File: src/rtl/jtag_pkg.sv
// Shared TAP definitions: state encoding, instruction opcodes and the IR capture pattern.
package jtag_pkg;

  typedef enum logic [3:0] {
    ST_EXIT2_DR  = 4'h0,
    ST_EXIT1_DR  = 4'h1,
    ST_SHIFT_DR  = 4'h2,
    ST_PAUSE_DR  = 4'h3,
    ST_SEL_IR    = 4'h4,
    ST_UPDATE_DR = 4'h5,
    ST_CAP_DR    = 4'h6,
    ST_SEL_DR    = 4'h7,
    ST_EXIT2_IR  = 4'h8,
    ST_EXIT1_IR  = 4'h9,
    ST_SHIFT_IR  = 4'hA,
    ST_PAUSE_IR  = 4'hB,
    ST_RTI       = 4'hC,
    ST_UPDATE_IR = 4'hD,
    ST_CAP_IR    = 4'hE,
    ST_TLR       = 4'hF
  } tap_state_t;

  localparam logic [3:0] OP_BYPASS      = 4'hF;
  localparam logic [3:0] OP_IDCODE      = 4'h1;
  localparam logic [3:0] OP_USER_LED    = 4'h8;
  localparam logic [3:0] OP_USER_STATUS = 4'h9;

  localparam logic [1:0] IR_CAPTURE = 2'b01;

endpackage

File: src/rtl/jtag_tap_fsm.sv
// 16-state TAP sequencer; strobes mark the state whose exiting rising edge performs the action.
module jtag_tap_fsm
  import jtag_pkg::*;
(
  input  logic       TCK,
  input  logic       TRST,
  input  logic       TMS,
  output tap_state_t state,
  output logic       capture_ir,
  output logic       shift_ir,
  output logic       update_ir,
  output logic       capture_dr,
  output logic       shift_dr,
  output logic       update_dr
);

  tap_state_t next_state;

  always_ff @(posedge TCK or posedge TRST) begin
    if (TRST) state <= ST_TLR;
    else      state <= next_state;
  end

  always_comb begin
    next_state = ST_TLR;
    case (state)
      ST_TLR:       next_state = TMS ? ST_TLR       : ST_RTI;
      ST_RTI:       next_state = TMS ? ST_SEL_DR    : ST_RTI;
      ST_SEL_DR:    next_state = TMS ? ST_SEL_IR    : ST_CAP_DR;
      ST_CAP_DR:    next_state = TMS ? ST_EXIT1_DR  : ST_SHIFT_DR;
      ST_SHIFT_DR:  next_state = TMS ? ST_EXIT1_DR  : ST_SHIFT_DR;
      ST_EXIT1_DR:  next_state = TMS ? ST_UPDATE_DR : ST_PAUSE_DR;
      ST_PAUSE_DR:  next_state = TMS ? ST_EXIT2_DR  : ST_PAUSE_DR;
      ST_EXIT2_DR:  next_state = TMS ? ST_UPDATE_DR : ST_SHIFT_DR;
      ST_UPDATE_DR: next_state = TMS ? ST_SEL_DR    : ST_RTI;
      ST_SEL_IR:    next_state = TMS ? ST_TLR       : ST_CAP_IR;
      ST_CAP_IR:    next_state = TMS ? ST_EXIT1_IR  : ST_SHIFT_IR;
      ST_SHIFT_IR:  next_state = TMS ? ST_EXIT1_IR  : ST_SHIFT_IR;
      ST_EXIT1_IR:  next_state = TMS ? ST_UPDATE_IR : ST_PAUSE_IR;
      ST_PAUSE_IR:  next_state = TMS ? ST_EXIT2_IR  : ST_PAUSE_IR;
      ST_EXIT2_IR:  next_state = TMS ? ST_UPDATE_IR : ST_SHIFT_IR;
      ST_UPDATE_IR: next_state = TMS ? ST_SEL_DR    : ST_RTI;
      default:      next_state = ST_TLR;
    endcase
  end

  assign capture_ir = (state == ST_CAP_IR);
  assign shift_ir   = (state == ST_SHIFT_IR);
  assign update_ir  = (state == ST_UPDATE_IR);
  assign capture_dr = (state == ST_CAP_DR);
  assign shift_dr   = (state == ST_SHIFT_DR);
  assign update_dr  = (state == ST_UPDATE_DR);

endmodule

File: src/rtl/jtag_tap_ctrl.sv
// JTAG TAP controller: IR, BYPASS/IDCODE/USER_LED/USER_STATUS data registers and
// the falling-edge TDO stage.
module jtag_tap_ctrl
  import jtag_pkg::*;
#(
  parameter int                   IR_WIDTH   = 4,
  parameter logic [31:0]          IDCODE_VAL = 32'h1000_0001,
  parameter int                   LED_WIDTH  = 8,
  parameter logic [LED_WIDTH-1:0] LED_RESET  = 8'b01010101
) (
  input  logic                 TCK,
  input  logic                 TRST,
  input  logic                 TMS,
  input  logic                 TDI,
  output logic                 TDO,
  output logic                 TDO_EN,
  input  logic [LED_WIDTH-1:0] STATUS,
  output logic [LED_WIDTH-1:0] LED_PATTERN,
  output logic                 LED_UPDATE
);

  tap_state_t state;
  logic capture_ir, shift_ir, update_ir;
  logic capture_dr, shift_dr, update_dr;
  logic in_tlr;

  logic [IR_WIDTH-1:0]  ir;
  logic [IR_WIDTH-1:0]  ir_sr;
  logic                 bypass_sr;
  logic [31:0]          id_sr;
  logic [LED_WIDTH-1:0] user_sr;
  logic                 sel_idcode, sel_led, sel_status, sel_user;
  logic                 dr_lsb;

  jtag_tap_fsm u_fsm (
    .TCK        (TCK),
    .TRST       (TRST),
    .TMS        (TMS),
    .state      (state),
    .capture_ir (capture_ir),
    .shift_ir   (shift_ir),
    .update_ir  (update_ir),
    .capture_dr (capture_dr),
    .shift_dr   (shift_dr),
    .update_dr  (update_dr)
  );

  assign in_tlr = (state == ST_TLR);

  // Unrecognised opcodes fall through to the bypass register.
  assign sel_idcode = (ir == IR_WIDTH'(OP_IDCODE));
  assign sel_led    = (ir == IR_WIDTH'(OP_USER_LED));
  assign sel_status = (ir == IR_WIDTH'(OP_USER_STATUS));
  assign sel_user   = sel_led | sel_status;

  always_ff @(posedge TCK or posedge TRST) begin
    if (TRST) begin
      ir_sr <= '0;
      ir    <= IR_WIDTH'(OP_IDCODE);
    end else begin
      if (capture_ir)    ir_sr <= IR_WIDTH'(IR_CAPTURE);
      else if (shift_ir) ir_sr <= {TDI, ir_sr[IR_WIDTH-1:1]};
      if (in_tlr)         ir <= IR_WIDTH'(OP_IDCODE);
      else if (update_ir) ir <= ir_sr;
    end
  end

  // USER_LED and USER_STATUS share one shift register; only USER_LED updates.
  always_ff @(posedge TCK or posedge TRST) begin
    if (TRST) begin
      bypass_sr <= 1'b0;
      id_sr     <= '0;
      user_sr   <= '0;
    end else if (capture_dr) begin
      bypass_sr <= 1'b0;
      if (sel_idcode) id_sr <= IDCODE_VAL;
      if (sel_led)         user_sr <= LED_PATTERN;
      else if (sel_status) user_sr <= STATUS;
    end else if (shift_dr) begin
      if (sel_idcode)    id_sr     <= {TDI, id_sr[31:1]};
      else if (sel_user) user_sr   <= {TDI, user_sr[LED_WIDTH-1:1]};
      else               bypass_sr <= TDI;
    end
  end

  always_ff @(posedge TCK or posedge TRST) begin
    if (TRST) begin
      LED_PATTERN <= LED_RESET;
      LED_UPDATE  <= 1'b0;
    end else begin
      LED_UPDATE <= update_dr & sel_led;
      if (in_tlr)                   LED_PATTERN <= LED_RESET;
      else if (update_dr & sel_led) LED_PATTERN <= user_sr;
    end
  end

  always_comb begin
    dr_lsb = bypass_sr;
    if (sel_idcode)    dr_lsb = id_sr[0];
    else if (sel_user) dr_lsb = user_sr[0];
  end

  // Output stage on the falling edge so TDO is stable across the next rising edge.
  always_ff @(negedge TCK or posedge TRST) begin
    if (TRST) begin
      TDO    <= 1'b0;
      TDO_EN <= 1'b0;
    end else begin
      TDO_EN <= shift_ir | shift_dr;
      if (shift_ir)      TDO <= ir_sr[0];
      else if (shift_dr) TDO <= dr_lsb;
      else               TDO <= 1'b0;
    end
  end

endmodule
File: config.mk
export PLATFORM = sky130hd
export DESIGN_NAME = jtag_tap_ctrl
export DESIGN_NICKNAME = d
export VERILOG_FILES = /design/src/rtl/jtag_pkg.sv /design/src/rtl/jtag_tap_fsm.sv /design/src/rtl/jtag_tap_ctrl.sv
export SDC_FILE = /design/constraint.sdc
export NUM_CORES = 1
export LEC_CHECK = 0
export CAP_MARGIN = 20
export CORE_ASPECT_RATIO = 2
export CORE_MARGIN = 10
export CORE_UTILIZATION = 30
export DETAILED_ROUTE_END_ITERATION = 10
export GPL_TIMING_DRIVEN = 0
export HOLD_SLACK_MARGIN = 0.06
export MAX_ROUTING_LAYER = met4
export PLACE_DENSITY = 0.53
export SLEW_MARGIN = 0
export SYNTH_ARGS = -nofsm -noshare
export SYNTH_HDL_FRONTEND = slang
export SYNTH_SLANG_ARGS = --single-unit
export TNS_END_PERCENT = 30
File: constraint.sdc
create_clock -name TCK -period 3.2 [get_ports TCK]
set_input_delay 0.96 -clock TCK [delete_from_list [all_inputs] [get_ports TCK]]
set_output_delay 0.96 -clock TCK [all_outputs]
set_load 0.02 [all_outputs]
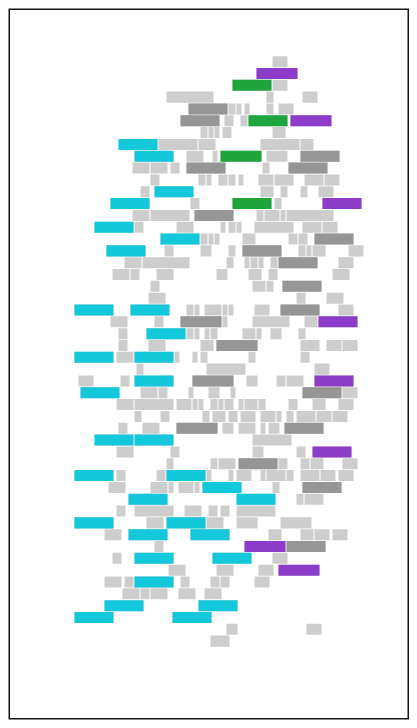
Fig. 1. Register map, names as in the netlist.
| name in the netlist | colour | sequential cells |
|---|---|---|
| LED_PATTERN | purple | 8 |
| id_sr | cyan | 32 |
| ir | green | 4 |
Seq group: 1.21 mW
flop share of the area: 42.0%

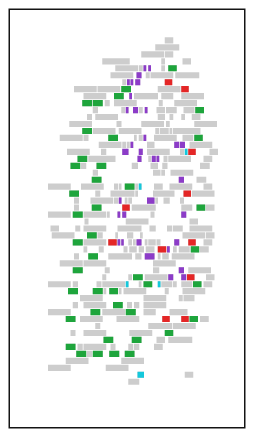
Fig. 2. Logic cells by family.
| family | colour | cells |
|---|---|---|
| nand cells | purple | 34 |
| mux cells | green | 42 |
| inv cells | cyan | 5 |
| non-inverting ao/oa cells | red | 11 |

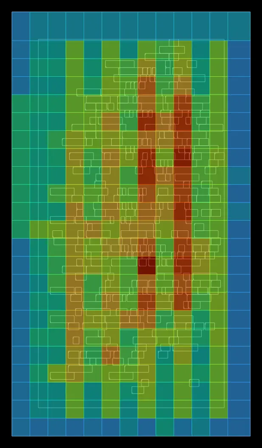
Fig. 3. Routing congestion.
met3 Use GR: 2.68%
grt met2 use: 18.1%
met1 Use GR: 9.32%
gr busiest metal: met2

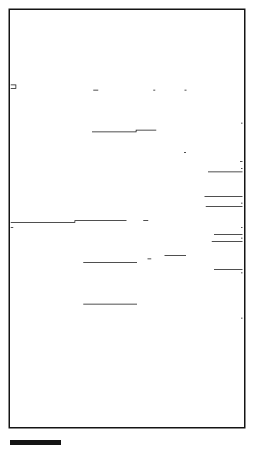
Fig. 4. The metal 3 layer.
Scale bar: 20 um.
longest straight run: 24.8 um
nets with wire on the layer: 18
wire length on this layer: 208 um
Total Wirelength: 6730 um
via count: 2,058

==> reports/metrics.csv <==
stage,metric,value,unit
finish,clkCellAreaFrac,9.26,%
power_and_ir_drop,powerDensity,900,nW/um2
power_and_ir_drop,clkPwrFrac,33.4,%
clocking,clock_latency,0.33,ns
global_routing,grt.overflow.total,0,
timing,worst_pin_slew,0.985,ns
finish,num-nonclk-buffers,44,
logic_synthesis,ys_sh_mux,15.0,%
power_and_ir_drop,powerComb,1.09,mW
setup_path,ff2ff_path_depth,4,
setup_path,reg2reg_to,TDO,
setup_path,crit_type,reg -> out,
logic_synthesis,synth_top_flop_cell,dfrtp_1,
timing,setup_violations,2,
outcome,run_status,finished with violations,
clocking,h-tree-depth,3,
finish,seq_area,1610,um2
finish,areaGrowthSynthToFinish,25.4,%
global_routing,antenna_found_initial,0,
clocking,clk_pin_slew,0.05,ns
placement,placed_cells,421,
floorplanning,dieArea,14900,um2
finish,comb_share,34.7,%
route,top_layer,met4,
logic_synthesis,synth_area,3060,um2
min_path,min_from,id_sr[12],
logic_synthesis,ys_chip_area,3060,um2
global_routing,grt_util_all_layers,10.1,%
finish,final_common_cell,dfrtp_1,
setup_path,critPathCaptureType,output port,
power_and_ir_drop,max-vdd-ir-drop,0.319,mV
logic_synthesis,yosys_cells,263,
min_path,worstHoldEndpoint,id_sr[12],
logic_synthesis,syn-instance-count,263,
logic_synthesis,ys_types,42,
power_and_ir_drop,sw_frac_of_total,32.9,%
power_and_ir_drop,p_leak,1.70,nW
logic_synthesis,synth.net_count,275,
outcome,failed_checks,negative setup slack,
power_and_ir_drop,power_frac_comb,31.6,%
timing,slew_headroom,34.2,%
logic_synthesis,async_reset_ff_share,100,%
clocking,post-cts-setup-buffers,0,
finish,comb_cells,173,
timing,postLayoutSetupSlackWorst,-0.212,ns
route,wl_met2,3760,um
power_and_ir_drop,p_switching,1.14,mW
timing,hold_ws,0.481,ns
power_and_ir_drop,clock_net_power,1.16,mW
floorplanning,num_rows,52,
route,first_pass_iters,4,
global_routing,grt_pass1_wl,11500,um
finish,n_fill_cell,987,
logic_synthesis,synth.cellmix.adderShare,0,%
route,vias_per_cell,4.71,
logic_synthesis,edf_count,0,
power_and_ir_drop,intPower,2.32,mW
finish,fin_area,3840,um2
finish,comb_area,1330,um2
logic_synthesis,top_cell_area_share,43.3,%
cells in the mapped netlist, types with 2 or more instances:
master / n
mux2i_1: 10
nor2_1: 9
a21oi_1: 3
a22o_1: 5
nor2b_1: 29
o21ai_1: 6
o2111ai_1: 2
inv_1: 4
nand2_1: 15
clkbuf_1: 11
o22a_1: 4
or3b_1: 2
buf_2: 8
mux2_1: 28
dfstp_2: 9
or2b_1: 2
nand2b_1: 3
dfrtn_1: 2
dfrtp_1: 53
nor3b_1: 3
nand4_1: 9
o21ai_0: 12
o211ai_2: 8
mux2_2: 4
or4b_1: 2
nand3_1: 4
state kept, by name, indices dropped and copies added, names as in the netlist:
name / count
id_sr: 32
LED_PATTERN: 8
user_sr: 8
ir: 4
ir_sr: 4
u_fsm.state: 4
LED_UPDATE: 1
TDO: 1
TDO_EN: 1
bypass_sr: 1
Power figures rest on the tool's default switching activity, not on a simulated workload.
